`config.mk`:
```
export PLATFORM = sky130hd
export DESIGN_NAME = fwd_stall_ctrl
export DESIGN_NICKNAME = d
export VERILOG_FILES = /design/src/rtl/pipe_pkg.sv /design/src/rtl/fwd_operand_chk.sv /design/src/rtl/fwd_stall_ctrl.sv
export SDC_FILE = /design/constraint.sdc
export NUM_CORES = 1
export LEC_CHECK = 0
export ABC_CLOCK_PERIOD_IN_PS = 4670
export CORE_MARGIN = 8
export CORE_UTILIZATION = 47
export DETAILED_ROUTE_END_ITERATION = 6
export PLACE_DENSITY = 0.88
export SYNTH_ARGS = -nofsm -noshare
export SYNTH_HDL_FRONTEND = slang
export SYNTH_HIERARCHICAL = 1
export SYNTH_SLANG_ARGS = --single-unit
```
`constraint.sdc`:
```
create_clock -name clk -period 4.67 [get_ports clk]
set_input_delay 1.401 -clock clk [delete_from_list [all_inputs] [get_ports clk]]
set_output_delay 1.401 -clock clk [all_outputs]
set_load 0.02 [all_outputs]
```
`src/rtl/pipe_pkg.sv`:
```
// Shared pipeline definitions: result kinds, D-stage forward select codes,
// per-kind tnew constants and the stage tag record used by hazard logic.
package pipe_pkg;

  typedef enum logic [1:0] {
    KIND_ALU = 2'b00,
    KIND_MEM = 2'b01,
    KIND_PC8 = 2'b10
  } kind_e;

  typedef enum logic [2:0] {
    FSEL_PC8_E = 3'b000,
    FSEL_PC8_M = 3'b001,
    FSEL_ALU_M = 3'b010,
    FSEL_RES_W = 3'b011,
    FSEL_RF    = 3'b100
  } fsel_e;

  localparam logic [1:0] TNEW_ALU = 2'd2;
  localparam logic [1:0] TNEW_MEM = 2'd3;
  localparam logic [1:0] TNEW_PC8 = 2'd1;

  typedef struct packed {
    logic [4:0] addr;
    logic [1:0] tnew;
    logic [1:0] kind;
  } tag_t;

  localparam tag_t TAG_BUBBLE = '{addr: 5'd0, tnew: 2'd0, kind: KIND_ALU};

  function automatic logic [1:0] kind_norm(input logic [1:0] kind);
    logic [1:0] k;
    case (kind)
      KIND_MEM: k = KIND_MEM;
      KIND_PC8: k = KIND_PC8;
      default:  k = KIND_ALU;
    endcase
    return k;
  endfunction

  function automatic logic [1:0] tnew_of_kind(input logic [1:0] kind);
    logic [1:0] t;
    case (kind)
      KIND_MEM: t = TNEW_MEM;
      KIND_PC8: t = TNEW_PC8;
      default:  t = TNEW_ALU;
    endcase
    return t;
  endfunction

  function automatic logic [1:0] tnew_dec(input logic [1:0] tnew);
    logic [1:0] t;
    if (tnew == 2'd0) begin
      t = 2'd0;
    end else begin
      t = tnew - 2'd1;
    end
    return t;
  endfunction

  function automatic tag_t tag_age(input tag_t tag);
    tag_t t;
    t      = tag;
    t.tnew = tnew_dec(tag.tnew);
    return t;
  endfunction

endpackage

```
`src/rtl/fwd_operand_chk.sv`:
```
// Per-operand hazard check: forward select with E/M/W priority and stall
// request when the youngest producer is not ready in time.
module fwd_operand_chk
  import pipe_pkg::*;
(
  input  logic [4:0] i_reg,
  input  logic       i_use,
  input  logic [1:0] i_tuse,
  input  tag_t       i_tag_e,
  input  tag_t       i_tag_m,
  input  logic [4:0] i_addr_w,
  output logic       o_stall,
  output logic [2:0] o_fsel
);

  logic w_nonzero;
  logic w_hit_e;
  logic w_hit_m;
  logic w_hit_w;
  logic w_late_e;
  logic w_late_m;

  assign w_nonzero = (i_reg != 5'd0);
  assign w_hit_e   = w_nonzero && (i_tag_e.addr == i_reg);
  assign w_hit_m   = w_nonzero && (i_tag_m.addr == i_reg);
  assign w_hit_w   = w_nonzero && (i_addr_w == i_reg);
  assign w_late_e  = w_hit_e && (i_tuse < i_tag_e.tnew);
  assign w_late_m  = w_hit_m && (i_tuse < i_tag_m.tnew);

  // Any matching producer that cannot deliver by tuse freezes the operand.
  always_comb begin
    o_stall = 1'b0;
    if (i_use) begin
      o_stall = w_late_e || w_late_m;
    end else begin
      o_stall = 1'b0;
    end
  end

  // Youngest match wins; a not-ready youngest match falls back to the register file.
  always_comb begin
    o_fsel = FSEL_RF;
    if (w_hit_e) begin
      if ((i_tag_e.tnew == 2'd0) && (i_tag_e.kind == KIND_PC8)) begin
        o_fsel = FSEL_PC8_E;
      end else begin
        o_fsel = FSEL_RF;
      end
    end else if (w_hit_m) begin
      if (i_tag_m.tnew == 2'd0) begin
        if (i_tag_m.kind == KIND_PC8) begin
          o_fsel = FSEL_PC8_M;
        end else begin
          o_fsel = FSEL_ALU_M;
        end
      end else begin
        o_fsel = FSEL_RF;
      end
    end else if (w_hit_w) begin
      o_fsel = FSEL_RES_W;
    end else begin
      o_fsel = FSEL_RF;
    end
  end

endmodule

```
`src/rtl/fwd_stall_ctrl.sv`:
```
// D-stage forwarding/stall controller over E/M/W result tags.
// Optional stall-cycle counter enabled by macro FWD_STALL_CNT_EN.
module fwd_stall_ctrl
  import pipe_pkg::*;
(
  input  logic        clk,
  input  logic        reset,
  input  logic [4:0]  rs_D,
  input  logic [4:0]  rt_D,
  input  logic        use_rs_D,
  input  logic        use_rt_D,
  input  logic [1:0]  tuse_rs_D,
  input  logic [1:0]  tuse_rt_D,
  input  logic [4:0]  a3_D,
  input  logic [1:0]  kind_D,
  output logic        stall,
  output logic [2:0]  FSel1_D,
  output logic [2:0]  FSel2_D,
  output logic [31:0] stall_cnt
);

  tag_t r_tag_e;
  tag_t r_tag_m;
  tag_t r_tag_w;
  tag_t w_tag_d;
  logic w_stall_rs;
  logic w_stall_rt;
  logic w_unused_w;

  // E entry already carries one cycle of progress, hence tnew_D - 1.
  always_comb begin
    w_tag_d      = TAG_BUBBLE;
    w_tag_d.addr = a3_D;
    w_tag_d.kind = kind_norm(kind_D);
    w_tag_d.tnew = tnew_dec(tnew_of_kind(kind_norm(kind_D)));
  end

  // Tag pipeline: a stall inserts a bubble into E while M and W keep draining.
  always_ff @(posedge clk) begin
    if (!reset) begin
      r_tag_e <= TAG_BUBBLE;
      r_tag_m <= TAG_BUBBLE;
      r_tag_w <= TAG_BUBBLE;
    end else begin
      if (stall) begin
        r_tag_e <= TAG_BUBBLE;
      end else begin
        r_tag_e <= w_tag_d;
      end
      r_tag_m <= tag_age(r_tag_e);
      r_tag_w <= tag_age(r_tag_m);
    end
  end

  fwd_operand_chk u_chk_rs (
    .i_reg    (rs_D),
    .i_use    (use_rs_D),
    .i_tuse   (tuse_rs_D),
    .i_tag_e  (r_tag_e),
    .i_tag_m  (r_tag_m),
    .i_addr_w (r_tag_w.addr),
    .o_stall  (w_stall_rs),
    .o_fsel   (FSel1_D)
  );

  fwd_operand_chk u_chk_rt (
    .i_reg    (rt_D),
    .i_use    (use_rt_D),
    .i_tuse   (tuse_rt_D),
    .i_tag_e  (r_tag_e),
    .i_tag_m  (r_tag_m),
    .i_addr_w (r_tag_w.addr),
    .o_stall  (w_stall_rt),
    .o_fsel   (FSel2_D)
  );

  assign stall = w_stall_rs || w_stall_rt;

  // W only needs its address for forwarding; timing fields are kept for visibility.
  assign w_unused_w = ^{r_tag_w.tnew, r_tag_w.kind};

`ifdef FWD_STALL_CNT_EN
  logic [31:0] r_stall_cnt;

  // Free-running stall counter, wraps naturally at 32 bits.
  always_ff @(posedge clk) begin
    if (!reset) begin
      r_stall_cnt <= 32'd0;
    end else if (stall) begin
      r_stall_cnt <= r_stall_cnt + 32'd1;
    end else begin
      r_stall_cnt <= r_stall_cnt;
    end
  end

  assign stall_cnt = r_stall_cnt;
`else
  assign stall_cnt = 32'd0;
`endif

endmodule
```
Run 1, M1 wires:
Bar = 20 um.
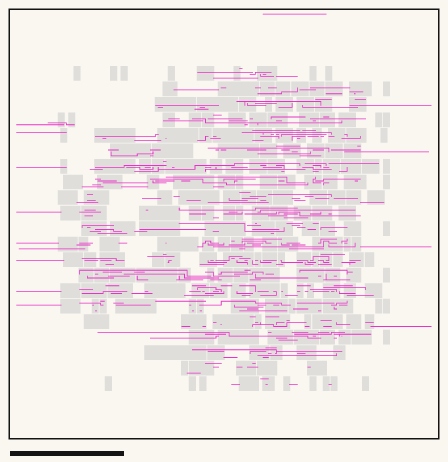
- longest straight run: 23.9 um
- wire length on this layer: 1510 um
- main direction: horizontal
- share of all routed wire: 41%
- nets with wire on the layer: 211
via count: 1251
M1 GR Usage: 15.9%
Total Wirelength: 3670 um

Run 1, M2 wires:
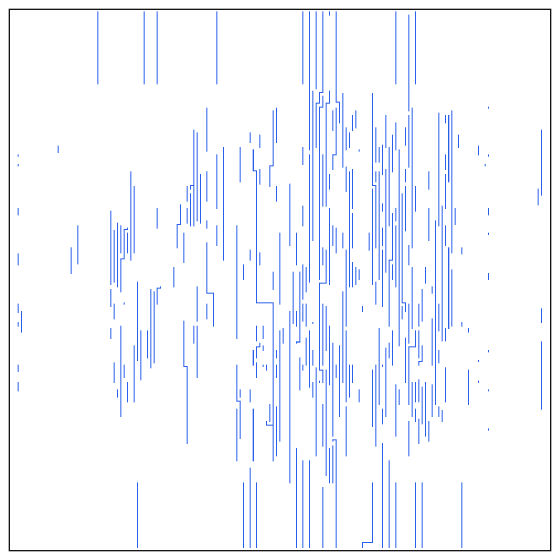
- share of all routed wire: 49%
- longest straight run: 27.2 um
- nets with wire on the layer: 233

==> metrics.csv, run 1 <==
metric;value;unit
finalHoldViolCount;0;
routedWlPerCell;13.4;um
setup_ws;0.0719;ns
cpMostUsedCell;dlygate4sd2_1;
dr.pass1.iters;4;
post-place-ws;-0.567;ns
fin_crit_sh;98.5;%
gp_congestion;0.863;
clk_path_buf_depth;2;
end_kind;output port;
grt_usage;13.3;%
final_antenna_net_count;0;
cp.arrival;3.20;ns
yosysCellCount;175;
synth.cell_area;1640;sq um
regArea;440;sq um
warnings;27;
r2r_slack;2.66;ns
instances_no_fill;273;
antenna-diode-count;0;
hold_start;r_tag_e[1]$_SDFF_PP0_;
fp.dieArea;5630;sq um
dp_hpwl;3030;um
drive_gt1_share;23.3;%
worst_r2r_startpoint;r_tag_m[7]$_SDFF_PN0_;
drv_slew;0;
holdPathEnd;r_tag_m[1]$_SDFF_PN0_;
mi_logic_area;1090;sq um
h-tree-depth;1;
viasPerCell;4.58;
n_fill_cell;296;
setup_viol;0;
edf_count;0;
cp_top_family;buffers and inverters;
period_needed;4.60;ns
area_leaders;dfxtp_1 27%, buf_4 15%, xor2_1 11%;
ys_types;30;
maxCapViolCount;0;
yosys_area;1640;sq um
final_cell_mix;32 x conb_1, 22 x dfxtp_1, 20 x buf_4, 20 x xor2_1;
io_buffers;31;
status;complete, no violations;
ys_ff;22;
grt_pass1_vias;1255;
fin_util;62.8;%
dp.cells;268;
postSynthCellCount;175;
fp.dieH;75.0;um
finClkSkew;0.00960;ns
yosys.area.top_type_share;26.9;%
clockRootBuffer;clkbuf_4;
r2r_cells;8;
path_cells;dlygate4sd2_1 > xnor2_1 > nand3_1 > nor3_2 > mux2i_2 > buf_4 > a211o_1 > dlygate4sd2_1;
worst_pin_slew;0.502;ns
drc_errors;0;
clk_pin_slew_worst_paths;0.11;ns
crit_buf_inv;3;
hold_class;reg2reg;
power_density;226;nW/um^2
cts_tree;yes;
die_w;75.0;um
fmax;217;MHz
rsz0062_at_grt;false;
hold_buffers;0;
hold_depth;1;
nets;260;
ff_type;dfxtp_1;
vdd_drop_max;138;uV
p_total;0.474;mW
placed_area;2010;sq um
r2r-end;r_tag_e[1]$_SDFF_PP0_;
synthArstFlopShare;0;%
crit_required;3.27;ns
crit_slowest_cell;dlygate4sd2_1;
crit_type;in2out;
pin_count;64;
critical_path_peak_fanout;4;
cp_slowest_stage_delay;0.33;ns
holdWs;0.500;ns
stdcell_area;2100;sq um
p_leak;0.916;nW
syn_to_final_growth;28.0;%
grt_pass1_wl;5720;um
grt_overflow;0;
cts_sinks;22;
ys_seq_share;26.9;%
syn_avg_cell_area;9.36;sq um
drt_iter0_drc;54;
cts_buffers;3;
ys_warn_count;6;
grt_max_degree;23;
coreArea;3340;sq um
rows;21;
clock_latency;0.30;ns
initial_utilization;49.1;%
cp-start-kind;primary input;
grt_antenna_before_repair;0;
tns;0;ns
maxSlewHeadroom;66.4;%
largest_area_cell;dfxtp_1;
final_common_cell;conb_1;
Run 1, M3 wires:
Bar = 20 um.
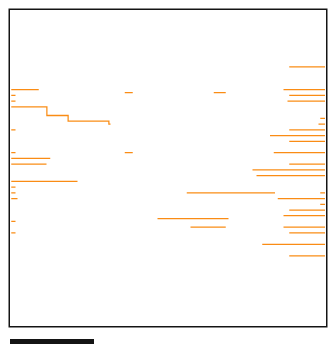
- longest straight run: 20.7 um
- wire length on this layer: 313 um
- share of all routed wire: 8.5%
- nets with wire on the layer: 40
met3 Use GR: 3.06%

==> run 1: power breakdown <==
group	switching, mW	internal [mW]	total [mW]	leakage [nW]
clock network	0.0535	0.0868	0.140	0.0279
logic	0.0712	0.0562	0.127	0.707
registers	0.0102	0.196	0.207	0.181
==> run 1: worst max path at each step <==
stage             from          to  slack (ns)  depth (start not counted)
2_1_floorplan  rs_D[1]  FSel1_D[0]        0.40                          4
3_3_place_gp   rs_D[3]       stall       -0.51                          8
3_5_place_dp   rt_D[2]       stall       -0.57                          8
4_1_cts        rs_D[4]  FSel1_D[0]       0.006                          7
5_1_grt        rt_D[1]  FSel2_D[0]       0.002                          6
6_report       rt_D[0]  FSel2_D[2]        0.07                          8
==> run 1: routing by layer <==
layer	global-route usage (%)	vias to the layer above	share of wire, %
li1	-	632	-
met1	15.9	571	41
met2	22.6	44	49
met3	3.06	4	8.5
met4	4.35	0	1.3
met5	0	-	0
==> run 1: worst register-to-register path, stage by stage, from the launching register on <==
cell,delay [ns]
dfxtp_1,0.36
xor2_1,0.16
nor3_2,0.24
nand3_2,0.13
buf_4,0.17
a2111oi_2,0.27
o21a_1,0.20
buf_4,0.15
and4bb_2,0.22
==> run 1: final cells by class <==
cell class	count	share of cell area (%)
Clock buffer	3	1.07
Timing Repair Buffer	51	20.3
Clock inverter	1	1.43
Tap cell	46	2.75
Multi-Input combinational cell	142	52.0
Inverter	8	1.43
Sequential cell	22	21.0
==> run 1: synth_stat cells (4+ instances only) <==
| cell | count |
|---|---|
| a2111oi_0 | 4 |
| and2_1 | 14 |
| and4bb_1 | 6 |
| buf_4 | 32 |
| dfxtp_1 | 22 |
| ha_1 | 7 |
| inv_1 | 8 |
| nand2b_1 | 4 |
| nand3_1 | 4 |
| nor2_1 | 8 |
| nor3_1 | 6 |
| xnor2_1 | 10 |
| xor2_1 | 20 |
==> run 1: kinds of logic after synthesis <==
logic type,share of synthesized area [%]
other,0.229
and+or+nand+nor,26.8
muxes,1.22
xor gates and xnor gates,16.0
adders and majority gates,5.35
AOI/OAI and AO/OA,5.96
DFF,26.9
buffers and inverters,17.5
==> run 1: flip-flops by register name, summed over array words and instances (netlist names) <==
signal	cells
r_tag_e	8
r_tag_w	5
r_tag_m	9
==> run 1: repair_timing <==
| action | 4_1_cts | 5_1_grt |
|---|---|---|
| pin swaps | 5 | 2 |
| buffers inserted | 1 | 0 |
| setup endpoints to repair | 7 | 6 |
| endpoints found under the hold margin | 0 | 0 |
| resized | 35 | 12 |
==> run 1 -> run 2 <==
- GPL_ROUTABILITY_DRIVEN: not set -> 0
Run 2, M2 wires:
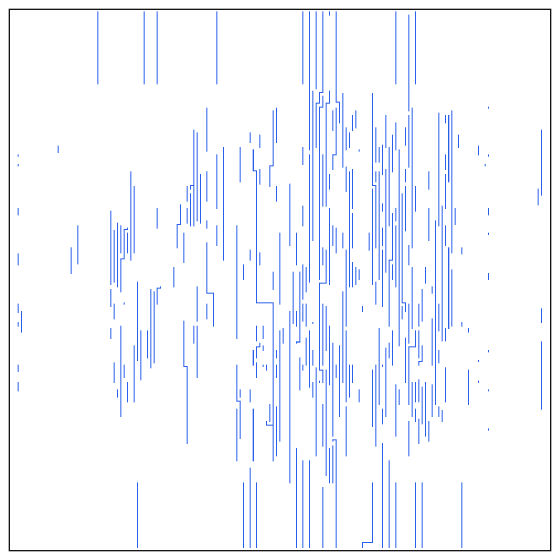
- main direction: vertical
- share of all routed wire: 49%

==> run 2 against run 1 <==
Net effect: setup slack unchanged; register-to-register slack barely moved; via count stayed put; clock power barely moved; synthesized cell count unchanged; worst hold slack is the same; synthesized area is the same; critical endpoint unchanged; sequential power hardly changed; total power unchanged; wire length stayed put; non-clock buffer count stayed put; first-iteration DRC count did not move.
==> metrics.csv, run 2 <==
metric;value;unit
final_cell_mix;32 x conb_1, 22 x dfxtp_1, 20 x buf_4, 20 x xor2_1;
pwr-share-seq;43.6;%
syn_to_final_growth;28.0;%
worst_pin_slew;0.502;ns
h-tree-depth;1;
cp.arrival;3.20;ns
regArea;440;sq um
grt_pass1_wl;5720;um
status;complete, no violations;
fin_crit_sh;98.5;%
top_cell;buf_4;
ff_type;dfxtp_1;
post-place-ws;-0.567;ns
holdWs;0.500;ns
clockRootBuffer;clkbuf_4;
drive_gt1_share;23.3;%
hold_class;reg2reg;
initial_utilization;49.1;%
ys_warn_count;6;
finalHoldViolCount;0;
finClkSkew;0.00960;ns
postSynthCellCount;175;
ys_seq_share;26.9;%
grt_pass1_vias;1255;
syn_avg_cell_area;9.36;sq um
area_leaders;dfxtp_1 27%, buf_4 15%, xor2_1 11%;
period_needed;4.60;ns
ys_ff;22;
setup_ws;0.0719;ns
fp.dieArea;5630;sq um
grt_antenna_before_repair;0;
drt_wl_total;3670;um
cp-start-kind;primary input;
reg_top3;r_tag_m x9, r_tag_e x8, r_tag_w x5;
cpMostUsedCell;dlygate4sd2_1;
end_kind;output port;
common_cells;32 x buf_4, 22 x dfxtp_1, 20 x xor2_1, 14 x and2_1, 10 x xnor2_1;
path_cells;dlygate4sd2_1 > xnor2_1 > nand3_1 > nor3_2 > mux2i_2 > buf_4 > a211o_1 > dlygate4sd2_1;
crit_type;in2out;
met2_wirelength;1800;um
crit_slowest_cell;dlygate4sd2_1;
cts_buffers;3;
dp_hpwl;3030;um
intPower;0.339;mW
yosys_area;1640;sq um
largest_area_cell;dfxtp_1;
clk_pin_slew_worst_paths;0.11;ns
n_fill_cell;296;
wl_met1;1510;um
mi_logic_area;1090;sq um
rsz0062_at_grt;false;
drv_slew;0;
setup_viol;0;
drt_iter0_drc;54;
rows;21;
crit_buf_inv;3;
synth.cell_area;1640;sq um
cts_sinks;22;
warnings;27;
largest_reg_flops;9;
synthArstFlopShare;0;%
cp_slowest_stage_delay;0.33;ns
dr.pass1.iters;4;
largest-register;r_tag_m;
cp_top_family;buffers and inverters;
pin_count;64;
vias;1251;
drc_errors;0;
p_sw_share;28.4;%
antenna-diode-count;0;
pwr-share-clk;29.6;%
cts_tree;yes;
p_sw;0.135;mW
yosys.area.top_type_share;26.9;%
die_w;75.0;um
coreArea;3340;sq um
routedWlPerCell;13.4;um
grt_max_degree;23;
final_antenna_net_count;0;
vdd_drop_max;138;uV
edf_count;0;
io_buffers;31;
yosysCellCount;175;
critical_path_peak_fanout;4;
maxSlewHeadroom;66.4;%
grt_usage;13.3;%
grt_overflow;0;
tns;0;ns
hold_buffers;0;
p_leak;0.916;nW
clk_path_buf_depth;2;
nets;260;
power_density;226;nW/um^2
ys_types;30;
viasPerCell;4.58;
crit_required;3.27;ns
maxCapViolCount;0;
wl_met3;312;um
highest_layer;met4;
clock_latency;0.30;ns
final_common_cell;conb_1;
power_frac_comb;26.9;%
fp.dieH;75.0;um
fmax;217;MHz
run 2: timing repair:
item	CTS	global route
pin swaps	5	2
endpoints found under the setup margin	7	6
buffers inserted	1	0
endpoints found under the hold margin	0	0
gates resized	35	12
run 2: cell type report:
cell class / instances / share of cell area (%)
sequential: 22 / 21.0
tap: 46 / 2.75
multi-input combinational: 142 / 52.0
inverter: 8 / 1.43
timing repair buffer: 51 / 20.3
clock inverter: 1 / 1.43
clock buffer: 3 / 1.07
run 2: path summary, 6_finish.rpt:
check / depth (start not counted) / to / start / slack, ns
setup / recovery: 8 / FSel2_D[2] / rt_D[0] / 0.07
hold / removal: 1 / r_tag_m[1]$_SDFF_PN0_ / r_tag_e[1]$_SDFF_PP0_ / 0.50
setup reg to reg: 8 / r_tag_e[1]$_SDFF_PP0_ / r_tag_m[7]$_SDFF_PN0_ / 2.66
hold reg to reg: 1 / r_tag_m[1]$_SDFF_PN0_ / r_tag_e[1]$_SDFF_PP0_ / 0.50
run 2: cells by family (layout without fill, tap and decap cells):
logic type	Yosys count	in the layout	synth area share (%)
and+or+nand+nor	61	61	26.8
buffers and inverters	42	63	17.5
xor gates and xnor gates	30	30	16.0
DFF	22	22	26.9
AOI/OAI and AO/OA	10	10	5.96
adders and majority gates	7	7	5.35
muxes	2	2	1.22
other	1	32	0.229
run 2: power by group through the flow:
stage               clock [mW]  sequential, mW  combinational, mW
finish                   0.140           0.207              0.127
global route             0.153           0.208              0.139
CTS                      0.144           0.207              0.125
detailed placement           0           0.211              0.124
global placement             0           0.211              0.120
floorplan                    0           0.208             0.0943
run 2: layer usage:
metal	up-vias	GRT usage [%]
li1	632	-
met5	-	0
met4	0	4.35
met1	571	15.9
met2	44	22.6
met3	4	3.06
run 2: metrics by stage:
step / cells / instance area, sq um / utilization [%] / power (mW)
floorplan: 206 / 1750 / - / 0.302
global placement: 268 / 2010 / 60.2 / 0.331
detailed placement: 268 / 2010 / 60.2 / 0.335
CTS: 273 / 2100 / 62.8 / 0.475
global route: 273 / 2100 / 62.8 / 0.500
finish: 273 / 2100 / 62.8 / 0.474
Power figures rest on the tool's default switching activity, not on a simulated workload.
